### src/rtl/pong_ctrl_pkg.sv
// Shared types and constants for the pong ball horizontal controller.
package pong_ctrl_pkg;

  typedef enum logic [1:0] {
    WAIT    = 2'd0,
    PLAY    = 2'd1,
    ATTRACT = 2'd2
  } ctrl_state_t;

  // Velocity load codes {ba,aa} for the ball horizontal counter.
  localparam logic [1:0] VEL_HOLD = 2'b00;
  localparam logic [1:0] VEL_SLOW = 2'b01;
  localparam logic [1:0] VEL_MED  = 2'b10;
  localparam logic [1:0] VEL_FAST = 2'b11;

  // Speed step for a rally: the ball speeds up as the hit count grows.
  function automatic logic [1:0] playVelocity(input logic [3:0] hitCount,
                                              input int medHits,
                                              input int fastHits);
    if (int'(hitCount) < medHits) begin
      return VEL_SLOW;
    end else if (int'(hitCount) < fastHits) begin
      return VEL_MED;
    end
    return VEL_FAST;
  endfunction

endpackage

### src/rtl/frame_down_counter.sv
// Loadable down-counter stepped by a frame strobe; sticks at zero.
module frame_down_counter #(
  parameter int               WIDTH       = 8,
  parameter logic [WIDTH-1:0] RESET_VALUE = '0
) (
  input  logic             clk,
  input  logic             reset,
  input  logic             i_load,
  input  logic [WIDTH-1:0] i_loadValue,
  input  logic             i_dec,
  output logic [WIDTH-1:0] o_count,
  output logic             o_zero
);

  logic [WIDTH-1:0] r_count;

  // A load always wins over a decrement so a reload on a frame edge takes its full value.
  always_ff @(posedge clk or posedge reset) begin
    if (reset) begin
      r_count <= RESET_VALUE;
    end else if (i_load) begin
      r_count <= i_loadValue;
    end else if (i_dec && (r_count != '0)) begin
      r_count <= r_count - 1'b1;
    end
  end

  assign o_count = r_count;
  assign o_zero  = (r_count == '0);

endmodule

### src/rtl/ball_horizontal_control.sv
// Ball horizontal motion sequencer: serve hold, direction and speed code.
module ball_horizontal_control
  import pong_ctrl_pkg::*;
#(
  parameter int MED_HITS           = 4,
  parameter int FAST_HITS          = 12,
  parameter int SERVE_DELAY_FRAMES = 60,
  parameter int HIT_LOCKOUT_FRAMES = 2
) (
  input  logic       clk7_159,
  input  logic       reset,
  input  logic       _attract,
  input  logic       vblank_start,
  input  logic       hit,
  input  logic       hit_side,
  input  logic       miss,
  input  logic       miss_side,
  output logic       aa,
  output logic       ba,
  output logic       move_right,
  output logic       serve,
  output logic [3:0] hit_count
);

  ctrl_state_t r_state;
  logic        r_serve;
  logic [1:0]  r_vel;
  logic        r_moveRight;
  logic [3:0]  r_hitCount;
  logic        r_hitQ;

  logic        w_rise;
  logic        w_playMiss;
  logic        w_hitTaken;
  logic        w_delayLoad;
  logic        w_delayDec;
  logic        w_launch;
  logic [7:0]  w_delayCount;
  logic        w_delayZero;
  logic        w_lockLoad;
  logic [3:0]  w_lockLoadValue;
  logic        w_lockDec;
  logic [3:0]  w_lockCount;
  logic        w_lockZero;
  logic [3:0]  w_nextHitCount;

  assign w_rise         = hit & ~r_hitQ;
  assign w_playMiss     = (r_state == PLAY) && _attract && miss;
  // A rise is acted on in PLAY or attract mode, only outside lockout, and never alongside a miss.
  assign w_hitTaken     = w_rise && w_lockZero && !miss &&
                          (!_attract || (r_state == PLAY));
  assign w_nextHitCount = (r_hitCount == 4'hF) ? 4'hF : (r_hitCount + 4'd1);

  assign w_delayLoad    = ((r_state == ATTRACT) && _attract) || w_playMiss;
  assign w_delayDec     = (r_state == WAIT) && _attract && vblank_start;
  assign w_launch       = w_delayDec && ((w_delayCount == 8'd1) || w_delayZero);

  assign w_lockLoad      = w_hitTaken || w_playMiss;
  assign w_lockLoadValue = w_playMiss ? 4'd0 : 4'(HIT_LOCKOUT_FRAMES);
  assign w_lockDec       = vblank_start && (w_lockCount != 4'd0);

  frame_down_counter #(
    .WIDTH       (8),
    .RESET_VALUE (8'(SERVE_DELAY_FRAMES))
  ) u_serveDelay (
    .clk         (clk7_159),
    .reset       (reset),
    .i_load      (w_delayLoad),
    .i_loadValue (8'(SERVE_DELAY_FRAMES)),
    .i_dec       (w_delayDec),
    .o_count     (w_delayCount),
    .o_zero      (w_delayZero)
  );

  frame_down_counter #(
    .WIDTH       (4),
    .RESET_VALUE (4'd0)
  ) u_hitLockout (
    .clk         (clk7_159),
    .reset       (reset),
    .i_load      (w_lockLoad),
    .i_loadValue (w_lockLoadValue),
    .i_dec       (w_lockDec),
    .o_count     (w_lockCount),
    .o_zero      (w_lockZero)
  );

  // Controller FSM with registered serve, velocity code, direction and hit count; attract overrides all states.
  always_ff @(posedge clk7_159 or posedge reset) begin
    if (reset) begin
      r_state     <= WAIT;
      r_serve     <= 1'b1;
      r_vel       <= VEL_HOLD;
      r_moveRight <= 1'b1;
      r_hitCount  <= 4'd0;
      r_hitQ      <= 1'b0;
    end else begin
      r_hitQ <= hit;
      if (!_attract) begin
        r_state    <= ATTRACT;
        r_serve    <= 1'b0;
        r_vel      <= VEL_MED;
        r_hitCount <= 4'd0;
        if (miss) begin
          r_moveRight <= ~miss_side;
        end else if (w_hitTaken) begin
          r_moveRight <= ~hit_side;
        end
      end else begin
        unique case (r_state)
          ATTRACT: begin
            r_state    <= WAIT;
            r_serve    <= 1'b1;
            r_vel      <= VEL_HOLD;
            r_hitCount <= 4'd0;
          end
          WAIT: begin
            r_serve <= 1'b1;
            r_vel   <= VEL_HOLD;
            if (w_launch) begin
              r_state <= PLAY;
              r_serve <= 1'b0;
              r_vel   <= playVelocity(r_hitCount, MED_HITS, FAST_HITS);
            end
          end
          PLAY: begin
            if (miss) begin
              r_state     <= WAIT;
              r_serve     <= 1'b1;
              r_vel       <= VEL_HOLD;
              r_hitCount  <= 4'd0;
              r_moveRight <= miss_side;
            end else if (w_hitTaken) begin
              r_moveRight <= ~hit_side;
              r_hitCount  <= w_nextHitCount;
              r_vel       <= playVelocity(w_nextHitCount, MED_HITS, FAST_HITS);
            end
          end
          default: begin
            r_state <= WAIT;
          end
        endcase
      end
    end
  end

  assign aa         = r_vel[0];
  assign ba         = r_vel[1];
  assign move_right = r_moveRight;
  assign serve      = r_serve;
  assign hit_count  = r_hitCount;

endmodule
### config.mk
export PLATFORM = sky130hd
export DESIGN_NAME = ball_horizontal_control
export DESIGN_NICKNAME = d
export VERILOG_FILES = /design/src/rtl/pong_ctrl_pkg.sv /design/src/rtl/frame_down_counter.sv /design/src/rtl/ball_horizontal_control.sv
export SDC_FILE = /design/constraint.sdc
export NUM_CORES = 1
export LEC_CHECK = 0
export ABC_AREA = 1
export CAP_MARGIN = 20
export CORE_MARGIN = 2
export CORE_UTILIZATION = 30
export CTS_CLUSTER_SIZE = 16
export DETAILED_ROUTE_END_ITERATION = 12
export GPL_TIMING_DRIVEN = 1
export PLACE_DENSITY = 0.5
export RECOVER_POWER = 100
export SYNTH_ARGS = -nofsm -noshare
export SYNTH_HDL_FRONTEND = slang
export SYNTH_SLANG_ARGS = --single-unit
### constraint.sdc
create_clock -name clk7_159 -period 3.51 [get_ports clk7_159]
set_clock_uncertainty 0.05 [all_clocks]
set_input_delay 0.351 -clock clk7_159 [delete_from_list [all_inputs] [get_ports clk7_159]]
set_output_delay 0.351 -clock clk7_159 [all_outputs]
set_load 0.005 [all_outputs]
**Run 1: hierarchy map of the flops**

Other sequential cells in the stronger grey, the rest of the logic in the fainter grey.
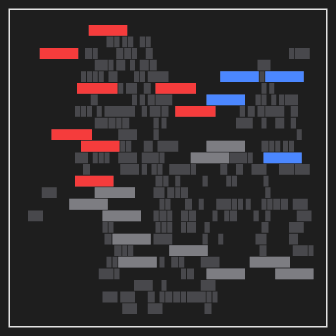
[u_hitLockout] blue | sequential cells: 4 | where: north-east
[u_serveDelay] red | sequential cells: 8
not coloured: 11

**Run 1: routing congestion map**

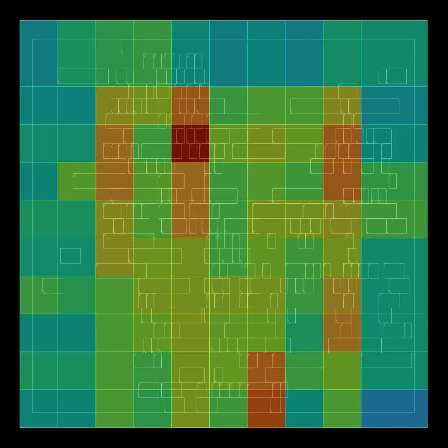
met1 global-route usage: 16.65%
met3 track demand over resource: 2.033%
fraction of the core area covered by cells at the end of the flow: 36.58%
busiest metal layer after global routing: met2

**Run 1: clock network drawn from the DEF**

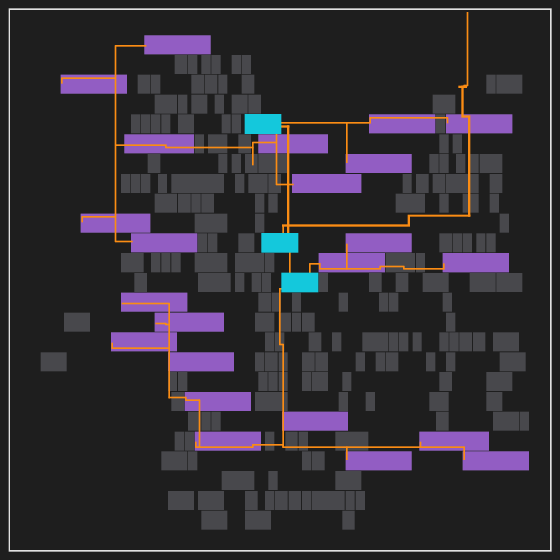
[flip-flops] purple | count: 23
[cells driving clock nets] cyan | count: 3
[clock wires] orange | length: 340 um
routed clock nets: 4

**Run 1: sequential cells coloured by netlist name**

Other sequential cells in the stronger grey, the rest of the logic in the fainter grey.
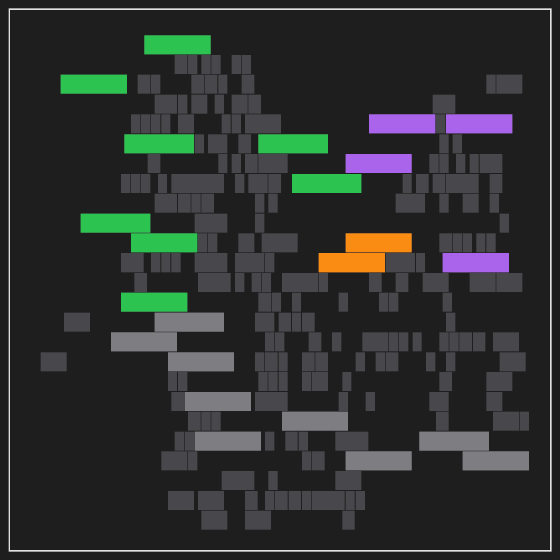
[u_hitLockout.o_count] purple | sequential cells: 4 | where: north-east
[u_serveDelay.o_count] green | sequential cells: 8
[r_state] orange | sequential cells: 2
not coloured: 9

==> flow_summary.ini, run 1 <==
; flow metrics
[run_status]
run_status = finished clean

[layout]
antenna_cells = 0
instances_no_fill = 277

[power_and_ir_drop]
total_power_uw = 702.0
power.density_cell_area_mw_per_mm2 = 406.3
irDropWorstVdd_mv = 0.1520

[clocking]
clock_sink_count = 23
clkSlewWorstSetupHoldPaths_ns = 0.08
numCtsBuffers = 3
clock_path_buffers = 2

[setup_path]
crit_start = _attract
rrSetupSlack_ns = 1.63
worst_ep_arrival_time_ns = 2.18
crit_required_ns = 3.61
worstPathMaxFanout = 11

[timing]
post-route-worst-setup-slack_ns = 1.424
worst_slew_margin_rel_pct = 40.29
setup_viol_count_final = 0
rsz0062_at_grt = false

[floorplanning]
core_region_area_mm2 = 0.004723
rows = 25

[global_routing]
first_global_vias = 1135
globalRouteTotalUtil_pct = 11.88
grt_antenna_before_repair = 0

[synthesis]
yosys-stat-cells = 192
netlist_instances = 192
synth.lib_cells_used.distinct = 27
synthesis.area_per_instance_um2 = 7.683
synth-adder-area-share_pct = 6.785
post_synthesis_cell_area_mm2 = 0.001475
synth_chip_area_mm2 = 0.001475
yosys.area_share.aoi_pct = 7.464
synth.net_count = 208

[detailed_routing]
via_count = 1206
post_drt_wl_per_cell_um = 10.66
drt-initial-drc-count = 36
drt-total-wl_um = 2952

[hold_path]
timing.hold.worst_path_depth = 2

[place]
place_congestion = 0.8057
hpwlAfterDp_um = 2282

[flow_run]
drv_cap = 0
==> run 1: synth_stat cells (all sizes together) <==
library cell	number	share of area (%)
a21oi	7	2.4
and2	1	0.42
buf	1	0.51
clkinv	1	0.34
dfrtp	17	29
dfstp	6	11
ha	8	6.8
inv	24	6.3
nand2	55	15
nand3	19	7.5
nand3b	3	1.5
nand4	3	1.3
nor2	29	11
nor3	1	0.34
o21a	1	0.51
o21ai	12	4.6
xor2	4	2.4
==> run 1: report_power, final <==
part           switching, uW  internal (uW)  leakage, uW
clock                   90.2           79.3    0.0000255
sequential              35.2            315     0.000281
combinational            106           75.6     0.000524
==> run 1: logic make-up after synthesis <==
group | Yosys count
compound gates | 20
xor+xnor | 4
fa+ha+maj | 8
buf+inv | 26
flops | 23
simple gates | 111
==> run 1: flip-flops by register name (all words and copies together), names as in the netlist <==
name	count
r_hitQ	1
u_serveDelay.o_count	8
r_vel	2
serve	1
r_state	2
u_hitLockout.o_count	4
hit_count	4
move_right	1
==> run 1: routing by layer <==
layer  wire length (um)  vias up  GRT usage (%)
li1                   -      643              -
met1               1592      538          16.65
met2               1243       19          18.35
met3                 66        6          2.033
met4                 49        0          4.444
met5                  0        -              0
==> run 1: worst max-delay path, cell delays in order <==
cell and delay, ns:
sky130_fd_sc_hd__dlygate4sd3_1 0.78, sky130_fd_sc_hd__nand3_1 0.17, sky130_fd_sc_hd__nor2_1 0.57, sky130_fd_sc_hd__nor2_8 0.06, sky130_fd_sc_hd__clkinvlp_2 0.16, sky130_fd_sc_hd__o21ai_0 0.09
==> run 1: final cells by class <==
cell class,count,share of cell area [%]
Multi-Input combinational cell,143,44.46
Sequential cell,23,33.74
Timing Repair Buffer,15,8.689
Inverter,25,5.576
Tap cell,67,4.852
Clock buffer,3,2.390
Clock inverter,1,0.2896
==> run 2, diff against run 1 <==
--- a/config.mk
+++ b/config.mk
@@ -12,7 +12,7 @@
 export CTS_CLUSTER_SIZE = 16
 export DETAILED_ROUTE_END_ITERATION = 12
 export GPL_TIMING_DRIVEN = 1
-export PLACE_DENSITY = 0.5
+export PLACE_DENSITY = 0.51
 export RECOVER_POWER = 100
 export SYNTH_ARGS = -nofsm -noshare
 export SYNTH_HDL_FRONTEND = slang
==> constraint.sdc (replaced) <==
create_clock -name clk7_159 -period 1.9 [get_ports clk7_159]
set_clock_uncertainty 0.05 [all_clocks]
set_input_delay 0.19 -clock clk7_159 [delete_from_list [all_inputs] [get_ports clk7_159]]
set_output_delay 0.19 -clock clk7_159 [all_outputs]
set_load 0.005 [all_outputs]
**Run 2: routing congestion map**

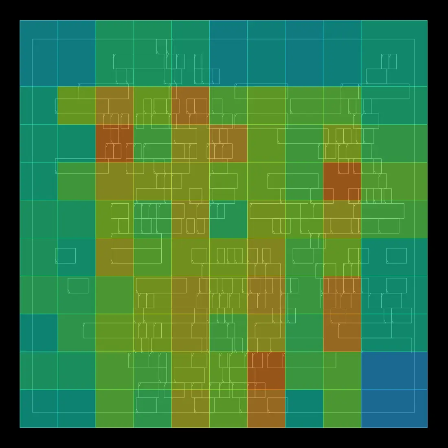
Total GRT Usage: 12.42%
routed len/inst: 10.65 um
met1 global-route usage: 17.24%
met2 layer usage reported by global route: 20.14%
fraction of the core area covered by cells at the end of the flow: 37.96%

==> flow_summary.ini, run 2 <==
; flow metrics
[run_status]
run_status = finished clean

[synthesis]
synth_area_leader_cell = sky130_fd_sc_hd__dfrtp_1
synthDominantCellAreaShare_pct = 28.84
yosys-stat-cells = 192
synth-adder-area-share_pct = 6.785
netlist_instances = 192
synth_chip_area_mm2 = 0.001475
synth.net_count = 208
top_cell = sky130_fd_sc_hd__nand2_1
share_of_synthesized_registers_carrying_an_async_set_or_reset_pct = 100.0
synth_top_flop_cell = sky130_fd_sc_hd__dfrtp_1

[power_and_ir_drop]
sequential_share_of_power_pct = 50.3
sequentialPower_uw = 651
internal-power_uw = 872.8
dominant_power_group = registers
irDropWorstVdd_mv = 0.3572
switching_fraction_of_total_power_pct = 32.64
powerComb_uw = 340
power.density_cell_area_mw_per_mm2 = 722.7
power_frac_comb_pct = 26.2
switching_power_uw = 423.0

[setup_path]
crit_start = _attract
worstPathMaxFanout = 9
worst_ep_arrival_time_ns = 1.83

[place]
hpwlAfterDp_um = 2335

[layout]
instances_no_fill = 285
antenna_cells = 0

[flow_run]
drv_cap = 0

[detailed_routing]
drt-total-wl_um = 3035
via_count = 1198

[hold_path]
timing.hold.worst_path_depth = 2

[clocking]
clock_sink_count = 23
clock_path_buffers = 2

[floorplanning]
rows = 25

[global_routing]
grt_antenna_before_repair = 0
**Run 2: sequential cells coloured by netlist name**

Other sequential cells in the stronger grey, the rest of the logic in the fainter grey.
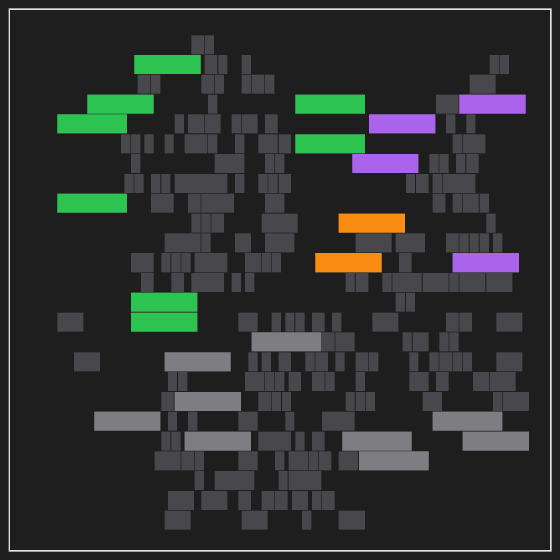
[u_serveDelay.o_count] green | sequential cells: 8
[u_hitLockout.o_count] purple | sequential cells: 4 | where: north-east
[r_state] orange | sequential cells: 2
not coloured: 9

==> run 2: cell counts after synthesis <==
Identical to the previous run, type by type.
==> run 2: cells by family after synthesis <==
logic type,Yosys count
DFF,23
AOI/OAI and AO/OA,20
buffers and inverters,26
adders and majority gates,8
xor gates and xnor gates,4
and+or+nand+nor,111
==> run 2: worst max-delay path, cell delays in order <==
cell,delay (ns)
sky130_fd_sc_hd__dlygate4sd3_1,0.75
sky130_fd_sc_hd__nand3_1,0.20
sky130_fd_sc_hd__nor2_2,0.40
sky130_fd_sc_hd__nor2_8,0.07
sky130_fd_sc_hd__inv_1,0.13
sky130_fd_sc_hd__o21ai_0,0.09
==> run 2: layout make-up <==
cell class	instances	area (um2)
tap	67	83.83
timing repair buffer	23	206.4
sequential	23	585.6
fill	513	2930
clock inverter	1	5.005
multi-input combinational	143	775.7
clock buffer	3	41.29
inverter	25	95.09
==> run 2: layer usage <==
metal	share of wire, %	vias to the layer above	GRT usage (%)	wire (um)
met5	0	-	0	0
met4	0.82	0	1.818	25
met3	3.2	2	2.981	97
met2	42	13	20.14	1287
met1	54	524	17.24	1624
li1	-	659	-	-
==> run 2: per-stage QoR <==
step	instance area, um2	total power, uW	hold slack (ns)	util (%)	setup slack, ns
floorplan	1475	916.7	0.1375	-	0.3635
global placement	1724	1016	0.4342	36.50	0.1457
detailed placement	1724	1019	0.4402	36.50	0.1542
CTS	1770	1337	0.2153	37.48	0.1292
global route	1793	1410	0.4517	37.96	0.005958
finish	1793	1296	0.4494	37.96	0.1697
==> run 2: timing repair <==
action | 4_1_cts | 5_1_grt
setup buffers | 0 | 5
gates resized | 0 | 4
endpoints found under the setup margin | 0 | 2
No activity file was given, so power comes from the tool's default toggle rates.
